## src/rtl/fpu_add_align.sv

```systemverilog
// -----------------------------------------------------------------------------
// fpu_add_align
//
// Front end of the FP64 adder/subtractor. It unpacks two binary64 operands,
// orders them by magnitude, aligns the smaller significand with sticky
// collection, and adds or subtracts the significands. The result is left
// unnormalized for fpu_normalizer: carry at bit 53, hidden bit at bit 52.
// NaN/Inf operands bypass the datapath through a flagged side channel.
//
// Pipeline: two registered stages with a valid/ready handshake on both sides.
//   p1 : unpack, magnitude ordering, exponent difference, special decode
//   p2 : alignment shift, sticky, significand add/sub, result sign
//
// Ports
//   clk               rising-edge clock
//   rst_n             asynchronous active-low reset
//   in_valid          operands valid
//   in_ready          block accepts operands this cycle (combinational from
//                     out_ready)
//   op_a, op_b        binary64 operands
//   op_sub            1: a - b, 0: a + b
//   out_valid         result valid
//   out_ready         downstream accepts the result
//   out_sign          result sign
//   out_exponent      effective exponent of the larger operand
//   out_mantissa      raw 54-bit sum/difference
//   out_sticky        OR of all bits shifted out during alignment
//   out_special       result is NaN/Inf; out_special_value is authoritative
//   out_special_value final NaN/Inf encoding when out_special = 1
// -----------------------------------------------------------------------------
module fpu_add_align #(
  parameter int Mantissa_Size = 52,
  parameter int Exponent_Size = 11
) (
  input  logic                                     clk,
  input  logic                                     rst_n,
  input  logic                                     in_valid,
  output logic                                     in_ready,
  input  logic [Exponent_Size+Mantissa_Size:0]     op_a,
  input  logic [Exponent_Size+Mantissa_Size:0]     op_b,
  input  logic                                     op_sub,
  output logic                                     out_valid,
  input  logic                                     out_ready,
  output logic                                     out_sign,
  output logic [Exponent_Size-1:0]                 out_exponent,
  output logic [Mantissa_Size+1:0]                 out_mantissa,
  output logic                                     out_sticky,
  output logic                                     out_special,
  output logic [Exponent_Size+Mantissa_Size:0]     out_special_value
);

  localparam int W     = 1 + Exponent_Size + Mantissa_Size;
  localparam int SIG_W = Mantissa_Size + 2;
  localparam int SH_W  = $clog2(SIG_W + 1);

  localparam logic [SH_W-1:0]          SH_MAX  = SH_W'(SIG_W);
  localparam logic [Exponent_Size-1:0] EXP_ONE = Exponent_Size'(1);
  localparam logic [W-1:0]             QNAN    =
    {1'b0, {Exponent_Size{1'b1}}, 1'b1, {(Mantissa_Size-1){1'b0}}};

  // Clamp the exponent difference to the significand width: any larger
  // shift moves the whole significand into the sticky bit anyway.
  function automatic logic [SH_W-1:0] sat_shift(input logic [Exponent_Size-1:0] d);
    if (d > Exponent_Size'(SIG_W)) begin
      return SH_MAX;
    end
    return d[SH_W-1:0];
  endfunction

  // Right-shift a significand; the upper half is the aligned value, the lower
  // half holds the bits that fell off (reduced to sticky by the caller).
  function automatic logic [2*SIG_W-1:0] align_right(input logic [SIG_W-1:0] sig,
                                                      input logic [SH_W-1:0]  sh);
    return {sig, {SIG_W{1'b0}}} >> sh;
  endfunction

  // Quiet NaN for invalid cases, otherwise signed infinity from the Inf input.
  function automatic logic [W-1:0] special_encode(input logic nan_any,
                                                  input logic inf_a,
                                                  input logic inf_b,
                                                  input logic sa,
                                                  input logic sb);
    if (nan_any || (inf_a && inf_b && (sa != sb))) begin
      return QNAN;
    end
    if (inf_a) begin
      return {sa, {Exponent_Size{1'b1}}, {Mantissa_Size{1'b0}}};
    end
    return {sb, {Exponent_Size{1'b1}}, {Mantissa_Size{1'b0}}};
  endfunction

  // ---------------------------------------------------------------------------
  // Handshake control
  // ---------------------------------------------------------------------------
  logic vld_p1;
  logic vld_p2;
  logic s2_hold;

  assign s2_hold   = vld_p2 & ~out_ready;
  assign in_ready  = ~vld_p1 | ~s2_hold;
  assign out_valid = vld_p2;

  // ---------------------------------------------------------------------------
  // Stage 0 -> p1 : unpack and order by magnitude
  // ---------------------------------------------------------------------------
  logic                     sa, sb_eff;
  logic [Exponent_Size-1:0] ea, eb, ea_eff, eb_eff;
  logic [Mantissa_Size-1:0] fa, fb;
  logic [SIG_W-1:0]         sig_a, sig_b;
  logic                     a_is_l;
  logic                     exp_ones_a, exp_ones_b;
  logic                     nan_a, nan_b, inf_a, inf_b;

  assign sa     = op_a[W-1];
  assign sb_eff = op_b[W-1] ^ op_sub;
  assign ea     = op_a[W-2 -: Exponent_Size];
  assign eb     = op_b[W-2 -: Exponent_Size];
  assign fa     = op_a[Mantissa_Size-1:0];
  assign fb     = op_b[Mantissa_Size-1:0];

  // Denormals share the minimum normal exponent but carry no hidden bit.
  assign ea_eff = (ea == '0) ? EXP_ONE : ea;
  assign eb_eff = (eb == '0) ? EXP_ONE : eb;
  assign sig_a  = {1'b0, (ea != '0), fa};
  assign sig_b  = {1'b0, (eb != '0), fb};

  // The hidden bit is part of the compare so a normal at the minimum
  // exponent outranks any denormal; ties keep a as the larger operand.
  assign a_is_l = {ea_eff, sig_a} >= {eb_eff, sig_b};

  assign exp_ones_a = &ea;
  assign exp_ones_b = &eb;
  assign nan_a      = exp_ones_a & (|fa);
  assign nan_b      = exp_ones_b & (|fb);
  assign inf_a      = exp_ones_a & ~(|fa);
  assign inf_b      = exp_ones_b & ~(|fb);

  logic [SIG_W-1:0]         sig_l_p1, sig_s_p1;
  logic [Exponent_Size-1:0] exp_l_p1, shift_p1;
  logic                     sign_l_p1, sa_p1, sbe_p1, eff_sub_p1;
  logic                     special_p1;
  logic [W-1:0]             special_value_p1;

  always_ff @(posedge clk or negedge rst_n) begin
    if (!rst_n) begin
      vld_p1 <= 1'b0;
    end else if (in_ready) begin
      vld_p1 <= in_valid;
    end
  end

  always_ff @(posedge clk) begin
    if (in_valid && in_ready) begin
      sig_l_p1         <= a_is_l ? sig_a : sig_b;
      sig_s_p1         <= a_is_l ? sig_b : sig_a;
      exp_l_p1         <= a_is_l ? ea_eff : eb_eff;
      shift_p1         <= a_is_l ? (ea_eff - eb_eff) : (eb_eff - ea_eff);
      sign_l_p1        <= a_is_l ? sa : sb_eff;
      sa_p1            <= sa;
      sbe_p1           <= sb_eff;
      eff_sub_p1       <= sa ^ sb_eff;
      special_p1       <= exp_ones_a | exp_ones_b;
      special_value_p1 <= special_encode(nan_a | nan_b, inf_a, inf_b, sa, sb_eff);
    end
  end

  // ---------------------------------------------------------------------------
  // p1 -> p2 : align, sticky, add/subtract, sign
  // ---------------------------------------------------------------------------
  logic [SH_W-1:0]    shamt;
  logic [2*SIG_W-1:0] shifted;
  logic [SIG_W-1:0]   sig_s_aligned;
  logic               sticky;
  logic [SIG_W-1:0]   mant;
  logic               sign_res;

  assign shamt         = sat_shift(shift_p1);
  assign shifted       = align_right(sig_s_p1, shamt);
  assign sig_s_aligned = shifted[2*SIG_W-1:SIG_W];
  assign sticky        = |shifted[SIG_W-1:0];

  // L >= S in magnitude, so the difference never borrows; both significands
  // are below 2^53, so the sum always fits the carry bit.
  assign mant = eff_sub_p1 ? (sig_l_p1 - sig_s_aligned) : (sig_l_p1 + sig_s_aligned);

  // An exact zero is negative only when both effective signs are negative.
  assign sign_res = ((mant == '0) && !sticky) ? (sa_p1 & sbe_p1) : sign_l_p1;

  logic                     sign_p2, sticky_p2, special_p2;
  logic [Exponent_Size-1:0] exp_p2;
  logic [SIG_W-1:0]         mant_p2;
  logic [W-1:0]             special_value_p2;

  always_ff @(posedge clk or negedge rst_n) begin
    if (!rst_n) begin
      vld_p2           <= 1'b0;
      sign_p2          <= 1'b0;
      exp_p2           <= '0;
      mant_p2          <= '0;
      sticky_p2        <= 1'b0;
      special_p2       <= 1'b0;
      special_value_p2 <= '0;
    end else if (!s2_hold) begin
      vld_p2 <= vld_p1;
      if (vld_p1) begin
        sign_p2          <= special_p1 ? special_value_p1[W-1] : sign_res;
        exp_p2           <= exp_l_p1;
        mant_p2          <= mant;
        sticky_p2        <= sticky;
        special_p2       <= special_p1;
        special_value_p2 <= special_value_p1;
      end
    end
  end

  assign out_sign          = sign_p2;
  assign out_exponent      = exp_p2;
  assign out_mantissa      = mant_p2;
  assign out_sticky        = sticky_p2;
  assign out_special       = special_p2;
  assign out_special_value = special_value_p2;

endmodule
```

## config.mk

```make
export PLATFORM = sky130hd
export DESIGN_NAME = fpu_add_align
export DESIGN_NICKNAME = d
export VERILOG_FILES = /design/src/rtl/fpu_add_align.sv
export SDC_FILE = /design/constraint.sdc
export NUM_CORES = 1
export LEC_CHECK = 0
export CORE_ASPECT_RATIO = 0.9
export CORE_MARGIN = 10
export CORE_UTILIZATION = 30
export DETAILED_ROUTE_END_ITERATION = 10
export GPL_TIMING_DRIVEN = 0
export SYNTH_ARGS = -nofsm -noshare
export SYNTH_HDL_FRONTEND = slang
export SYNTH_SLANG_ARGS = --single-unit
```

## constraint.sdc

```tcl
create_clock -name clk -period 7.8 [get_ports clk]
set_input_delay 1.56 -clock clk [delete_from_list [all_inputs] [get_ports clk]]
set_output_delay 1.56 -clock clk [all_outputs]
set_load 0.01 [all_outputs]
```

==> images/placed.png <==
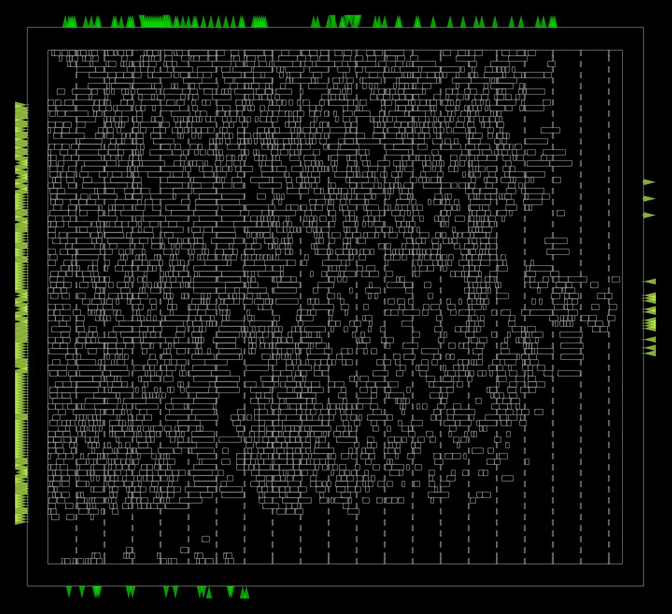
Tapcells: 950
FILL cells: 7243
register share of the cell area: 0.205
core region area: 71600 um2

==> images/route_heat.png <==
(1 px per um) The die is cut into 30 by 28 equal tiles; dark purple is low, yellow is high, scaled to the fullest tile. Values are wire area over tile area, all layers added.
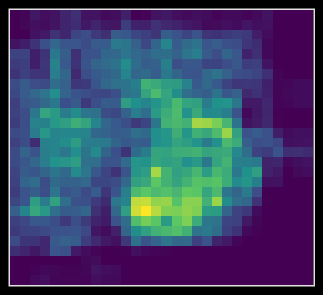
The densest ninth of the die: centre. The fullest tile reaches 1.0. The emptiest ninth of the die: lower right. 16% of the tiles are over half the peak.

==> images/closeup.png <==
Region (127, 168) to (177, 218) um. Cells in grey, sequential cells in the stronger grey; small squares are vias.
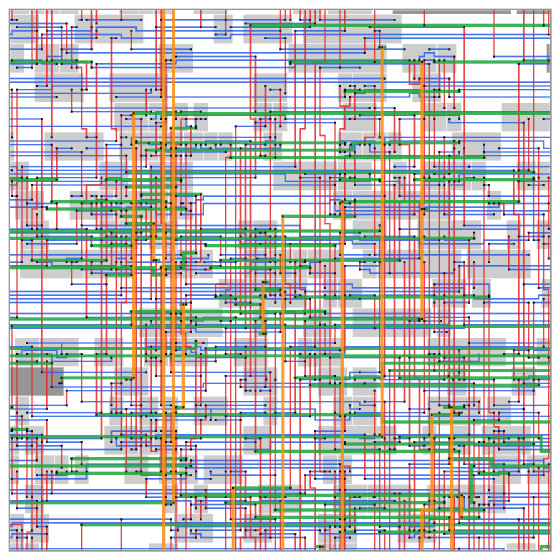
M1: shown in blue. M2: shown in red. M4: shown in orange. M3: shown in green.
159 logic cells have their middle in the window. Sequential cells in the window: 0. Most frequent: nor2_1 (19), nand2_1 (18), a21oi_1 (17).

==> images/floorplan.png <==
(1.5 px per um) Pins as bars on the die edge.
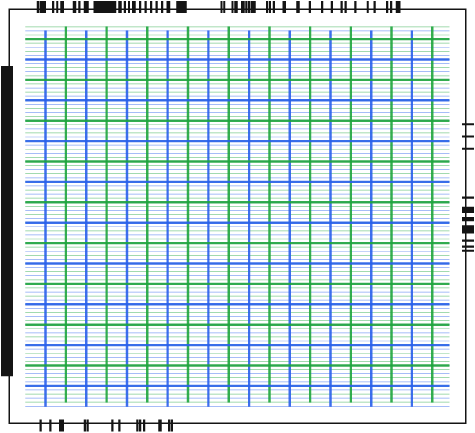
VSS: shown in blue. VDD: shown in green.
267 signal pins sit on the boundary. The core has 93 rows.

==> flow_metrics.env <==
# physical design summary
export IMPL_status="complete, no violations"
export IMPL_yosys_area_um2=21700
export IMPL_critPathArrivalTime_ns=8.19
export IMPL_synthAoiAreaFrac=0.251
export IMPL_powerDensity_nw_per_um2=216
export IMPL_initCoreUtil=0.303
export IMPL_ys_flop_type="edfxtp_1"
export IMPL_wl_met2_mm=47.8
export IMPL_syn_avg_cell_area_um2=8.37
export IMPL_cts_hold_fix_buffers=0
export IMPL_clkCellAreaFrac=0.0281
export IMPL_dr_total_vias=24306
export IMPL_yosys_area_top_type_share=0.187
export IMPL_use_met3=0.0864
export IMPL_slowest_stage="edfxtp_1"
export IMPL_tritoncts="built"
export IMPL_die_x_um=303
export IMPL_comb_share=0.550
export IMPL_final_nets=3257
export IMPL_adder_share=0.0772
export IMPL_maxCapViolations=0
export IMPL_wl_met3_mm=15.3
export IMPL_synthTopCellsByCount="nand2_1 (237), o21ai_0 (192), nor2_1 (174)"
export IMPL_setup_violations=0
export IMPL_dpl_cell_area_um2=25300
export IMPL_p_sw_frac=0.435
export IMPL_worstSkewPairLatency_ns=0.59
export IMPL_pwr_share_comb=0.548
export IMPL_power_frac_seq=0.261
export IMPL_stage_log_warnings=37
export IMPL_clkPwrFrac=0.191
export IMPL_synth_cell_type_count=106
export IMPL_fin_tns_setup_ns=0
export IMPL_synth_edff_count=135
export IMPL_pg_clk_mw=1.18
export IMPL_buffer_area_frac=0.160
export IMPL_io_buffer_count=215
export IMPL_slowest_delay_ns=0.38
export IMPL_track_usage=0.269
export IMPL_antenna_found_initial=12
export IMPL_topCellsByArea="edfxtp_1 (19%), dfrtp_1 (8.4%), ha_1 (7.4%)"
export IMPL_slew_violations=0
export IMPL_cts_setup_buffers=36
export IMPL_hold_depth=2
export IMPL_antenna_left=0
export IMPL_end_kind="flip-flop"
export IMPL_gr_total_overflow=0
export IMPL_ys_flops=208
export IMPL_intPower_mw=3.50
export IMPL_critPathCapture="out_sign$_DFFE_PN0P_"
export IMPL_grt_max_degree=57
export IMPL_power_total_mw=6.20
export IMPL_synth_area_um2=21700
export IMPL_period_used=0.992
export IMPL_n_all_inverters=115
export IMPL_wl_met1_mm=50.2
export IMPL_wire_per_inst_um=30.0
export IMPL_dp_hpwl_mm=95.0
export IMPL_flops=208
export IMPL_chipArea_um2=83500
export IMPL_crit_required_ns=8.25
export IMPL_largest_area_cell="edfxtp_1"
export IMPL_mux_area_frac=0.0900
export IMPL_cp_num_buf_inv=5
export IMPL_drc_errors=0
export IMPL_utilization=0.401
export IMPL_grt_use_met2=0.387
export IMPL_layout_area_comb_um2=15800
export IMPL_top_layer="met5"
export IMPL_worstSetupStartpoint="shift_p1[9]$_DFFE_PP_"
export IMPL_drive_above_1_share=0.218
export IMPL_min_path_type="reg -> reg"
export IMPL_top_cell="nand2_1"
export IMPL_cp_max_fo=10
export IMPL_htreeDepth=1
export IMPL_setup_ws_ns=0.0586
export IMPL_min_from="out_mantissa[50]$_DFFE_PN0P_"
export IMPL_syn_to_final_growth_pct=32.2
export IMPL_cp_depth=31
export IMPL_gp_congestion=1.07
export IMPL_yosys_stat_seqShare=0.271
export IMPL_drt_iter0_drc=2986
export IMPL_hold_violations=0
export IMPL_wl_mm=119
export IMPL_slew_headroom=0.222
export IMPL_die_h_um=275
export IMPL_tightestPinTransition_ns=1.16
export IMPL_p_comb_mw=3.39
export IMPL_r2r_cells=31
export IMPL_multi_input_comb_cells=2087
export IMPL_rows=93
export IMPL_top_logic_kind="AND-OR/OR-AND gates"
export IMPL_num_io_pins=267
export IMPL_nClkBuffers=30
export IMPL_critPathLaunchType="flip-flop"
export IMPL_instances_no_fill=3964
export IMPL_antenna_cells=3
export IMPL_switchingPower_mw=2.70
export IMPL_grt_pass1_vias=22758
export IMPL_vdd_drop_max_mv=0.160
export IMPL_largest_class="multi-input combinational cells"
export IMPL_grt_pass1_wl_mm=165
export IMPL_cts_resized_gates=177
export IMPL_critPathKind="reg -> reg"
export IMPL_grt_use_met1=0.370
export IMPL_fmax_mhz=129
export IMPL_power_leader="combinational cells"
export IMPL_viasPerCell=6.13
export IMPL_syn_inst=2592
export IMPL_crit_top_cell="buf_4"
export IMPL_nNonClkBuffers=555
export IMPL_preCtsSetupSlack_ns=-1.93
export IMPL_async_reset_ff_frac=0.351
export IMPL_ys_cells=2592
export IMPL_top_usage_layer="met2"
export IMPL_seq_area_um2=5880
export IMPL_numCtsBuffers=25
export IMPL_critical_path_top_delay_family="AND-OR/OR-AND gates"
export IMPL_yosysWarnings=0
export IMPL_clockRootBuffer="clkbuf_16"
export IMPL_timing_hold_ws_ns=0.475
export IMPL_cts_sinks=208
export IMPL_clock_skew_ns=0.0362
export IMPL_p_seq_mw=1.62
export IMPL_ys_sh_xor=0.0368
export IMPL_fin_crit_ns=7.74
export IMPL_final_cell_area_um2=28700
export IMPL_worstReg2RegEnd="out_sign$_DFFE_PN0P_"
## flip-flops by register name, indices dropped and copies added (netlist names), 2 cells and up
name,flops
out_mantissa,54
out_special_value,3
sig_s_p1,53
sig_l_p1,53
special_value_p1,2
out_exponent,11
shift_p1,11
exp_l_p1,11
## layout by cell type (no fill, tap or decap), types with 24 or more instances in the layout
cell and count:
xor2_1 30, o21ai_0 182, nor3_1 40, nand2_1 233, nand4_1 69, buf_6 24
nand2b_1 25, a31oi_1 27, inv_1 113, o211ai_1 33, clkdlybuf4s50_1 214, xnor2_1 55
conb_1 51, a21oi_1 125, nor2_1 161, dfrtp_1 73, a21o_1 73, ha_1 116
nand3_1 55, nor4_1 40, clkbuf_16 25, mux2_2 118, clkbuf_1 84, o22ai_1 29
mux2i_1 52, buf_4 188, edfxtp_1 135
